## config.mk

```make
export PLATFORM = sky130hd
export DESIGN_NAME = reg_file_param
export DESIGN_NICKNAME = d
export VERILOG_FILES = /design/src/rtl/reg_file_pkg.sv /design/src/rtl/reg_file_scoreboard.sv /design/src/rtl/reg_file_param.sv
export SDC_FILE = /design/constraint.sdc
export NUM_CORES = 2
export LEC_CHECK = 0
export CORE_ASPECT_RATIO = 1.4
export CORE_MARGIN = 1.5
export CORE_UTILIZATION = 55
export CTS_CLUSTER_SIZE = 14
export DETAILED_ROUTE_END_ITERATION = 6
export GPL_TIMING_DRIVEN = 0
export PLACE_DENSITY_LB_ADDON = 0.15
export SYNTH_ARGS = -nofsm -noshare
export SYNTH_HDL_FRONTEND = slang
export SYNTH_SLANG_ARGS = --single-unit
```

## constraint.sdc

```tcl
create_clock -name clk_50 -period 2.86 [get_ports clk_50]
set_clock_uncertainty 0.2 [all_clocks]
set_input_delay 0.572 -clock clk_50 [delete_from_list [all_inputs] [get_ports clk_50]]
set_output_delay 0.572 -clock clk_50 [all_outputs]
set_load 0.005 [all_outputs]
```

## src/rtl/reg_file_pkg.sv

```systemverilog
// Shared types and default widths for the parameterised register file.
package reg_file_pkg;
  localparam int DEF_DATA_W = 32;
  localparam int DEF_ADDR_W = 5;

  typedef enum logic {
    INIT  = 1'b0,
    READY = 1'b1
  } rf_state_e;
endpackage

```

## src/rtl/reg_file_scoreboard.sv

```systemverilog
// Pending-write scoreboard: one busy bit per register, looked up per read port.
module reg_file_scoreboard
  import reg_file_pkg::*;
#(
  parameter int ADDR_W   = DEF_ADDR_W,
  parameter int NUM_RD   = 2,
  parameter int ZERO_REG = 1
) (
  input  logic                     clk_50,
  input  logic                     rst_i,
  input  logic                     ready,
  input  logic                     set_en,
  input  logic [ADDR_W-1:0]        set_addr,
  input  logic                     clr_en,
  input  logic [ADDR_W-1:0]        clr_addr,
  input  logic [NUM_RD*ADDR_W-1:0] rd_addr,
  input  logic [NUM_RD-1:0]        byp_hit,
  output logic [NUM_RD-1:0]        rd_busy
);
  localparam int DEPTH = 2**ADDR_W;

  logic [DEPTH-1:0] busy_q, busy_d;

  // Set is applied after clear so a new producer wins over a retiring one.
  always_comb begin
    busy_d = busy_q;
    if (ready) begin
      if (clr_en) busy_d[clr_addr] = 1'b0;
      if (set_en) busy_d[set_addr] = 1'b1;
    end
    if (ZERO_REG != 0) busy_d[0] = 1'b0;
  end

  always_ff @(posedge clk_50 or posedge rst_i) begin
    if (rst_i) busy_q <= '0;
    else       busy_q <= busy_d;
  end

  for (genvar i = 0; i < NUM_RD; i++) begin : g_port
    assign rd_busy[i] = ready && busy_q[rd_addr[i*ADDR_W +: ADDR_W]] && !byp_hit[i];
  end
endmodule

```

## src/rtl/reg_file_param.sv

```systemverilog
// Multi-read-port register file with zero-sweep init, write bypass and busy scoreboard.
module reg_file_param
  import reg_file_pkg::*;
#(
  parameter int DATA_W   = DEF_DATA_W,
  parameter int ADDR_W   = DEF_ADDR_W,
  parameter int NUM_RD   = 2,
  parameter int ZERO_REG = 1,
  parameter int BYPASS   = 1
) (
  input  logic                     clk_50,
  input  logic                     rst_i,
  input  logic [NUM_RD*ADDR_W-1:0] rd_addr,
  output logic [NUM_RD*DATA_W-1:0] rd_data,
  output logic [NUM_RD-1:0]        rd_busy,
  input  logic                     we,
  input  logic [ADDR_W-1:0]        wa,
  input  logic [DATA_W-1:0]        wd,
  input  logic                     ld_en,
  input  logic [ADDR_W-1:0]        ld_addr,
  input  logic [DATA_W-1:0]        ld_data,
  input  logic                     busy_set,
  input  logic [ADDR_W-1:0]        busy_addr,
  output logic                     ready
);
  localparam int DEPTH = 2**ADDR_W;

  rf_state_e         state_q, state_d;
  logic [ADDR_W-1:0] cnt_q, cnt_d;
  logic [DATA_W-1:0] mem_q [DEPTH];
  logic [DATA_W-1:0] mem_d [DEPTH];
  logic [NUM_RD-1:0] byp_hit;
  logic              wr_ok, ld_ok;

  always_comb begin
    state_d = state_q;
    cnt_d   = cnt_q;
    if (state_q == INIT) begin
      cnt_d = cnt_q + 1'b1;
      if (&cnt_q) state_d = READY;
    end
  end

  always_ff @(posedge clk_50 or posedge rst_i) begin
    if (rst_i) begin
      state_q <= INIT;
      cnt_q   <= '0;
    end else begin
      state_q <= state_d;
      cnt_q   <= cnt_d;
    end
  end

  assign ready = (state_q == READY);
  assign wr_ok = ready && we    && !(ZERO_REG != 0 && wa == '0);
  assign ld_ok = ready && ld_en && !(ZERO_REG != 0 && ld_addr == '0);

  // Storage is cleared only by the sweep; the main port is applied last so it wins a tie.
  always_comb begin
    mem_d = mem_q;
    if (!ready) begin
      mem_d[cnt_q] = '0;
    end else begin
      if (ld_ok) mem_d[ld_addr] = ld_data;
      if (wr_ok) mem_d[wa]      = wd;
    end
  end

  always_ff @(posedge clk_50) begin
    mem_q <= mem_d;
  end

  for (genvar i = 0; i < NUM_RD; i++) begin : g_rd
    logic [ADDR_W-1:0] ra;
    logic [DATA_W-1:0] rdat;
    logic              hit;

    assign ra = rd_addr[i*ADDR_W +: ADDR_W];

    always_comb begin
      rdat = '0;
      hit  = 1'b0;
      if (!ready || (ZERO_REG != 0 && ra == '0)) begin
        rdat = '0;
      end else if (BYPASS != 0 && we && wa == ra) begin
        rdat = wd;
        hit  = 1'b1;
      end else begin
        rdat = mem_q[ra];
      end
    end

    assign rd_data[i*DATA_W +: DATA_W] = rdat;
    assign byp_hit[i] = hit;
  end

  reg_file_scoreboard #(
    .ADDR_W  (ADDR_W),
    .NUM_RD  (NUM_RD),
    .ZERO_REG(ZERO_REG)
  ) u_sb (
    .clk_50  (clk_50),
    .rst_i   (rst_i),
    .ready   (ready),
    .set_en  (busy_set),
    .set_addr(busy_addr),
    .clr_en  (we),
    .clr_addr(wa),
    .rd_addr (rd_addr),
    .byp_hit (byp_hit),
    .rd_busy (rd_busy)
  );
endmodule

```

**Clock distribution**

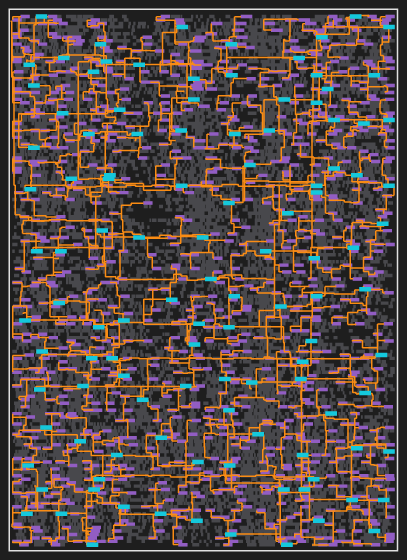
purple -> flip-flops  # count 1061
orange -> clock wires  # length 17000 um
cyan -> clock-net drivers  # count 114
routed clock nets = 115

==> impl_metrics.py <==
# Synthesis and PnR figures
metrics = {
    "run_status": {
        "status": "complete, but fails checks",
        "violations": "design-rule violations, negative setup slack",
    },
    "cells_and_area": {
        "comb_area_frac": 0.556,
        "inv_count": 16,
        "num-nonclk-buffers": 1313,
        "regMostFlops": "mem_q",
        "drive_gt1_frac": 0.196,
        "largest_reg_flops": 1024,
        "multi_input_comb_cells": 6151,
        "fin_util": 0.660,
    },
    "power": {
        "seqPwrFrac": 0.410,
        "p_leak_nw": 29.2,
    },
    "placed_design": {
        "place_congestion": 1.13,
        "numPortBuffers": 150,
    },
    "clock_network": {
        "numCtsBuffers": 114,
        "cts.reportedPaths.clkPinSlew_ps": 70,
    },
    "synthesis": {
        "ys_sh_adder": 0.000893,
        "synth.area.top_cells": "dfxtp_1, o21ai_0, o2bb2ai_1",
        "synthXorXnorAreaFrac": 0.00125,
        "yosysTopAreaCellShare": 0.292,
        "ys_sh_mux": 0.181,
    },
    "routing": {
        "dr_total_vias": 80900,
        "drc_errors": 33,
    },
    "global_routing": {
        "use_met1": 0.586,
        "grt_max_degree": 38,
        "use_met3": 0.240,
    },
    "critical_path": {
        "cp.depth": 10,
        "crit_type": "primary input to output port",
        "crit_required_ps": 2090,
    },
    "floorplan": {
        "dieHeight_um": 425,
    },
    "timing": {
        "rsz0062_at_grt": "true",
        "timing.final.ws_setup_ps": -921,
        "timing.final.hold_violations": 0,
        "setup_viol": 273,
    },
}
**Signal wires on met1**

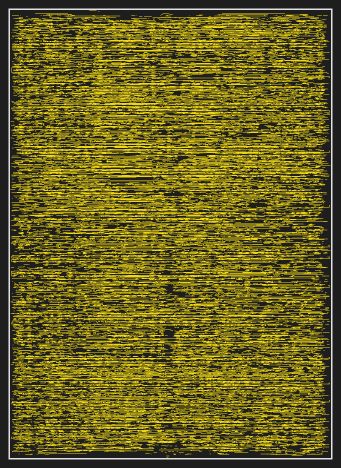
longest straight run = 93.4 um
main direction = horizontal

Power figures rest on the tool's default switching activity, not on a simulated workload.
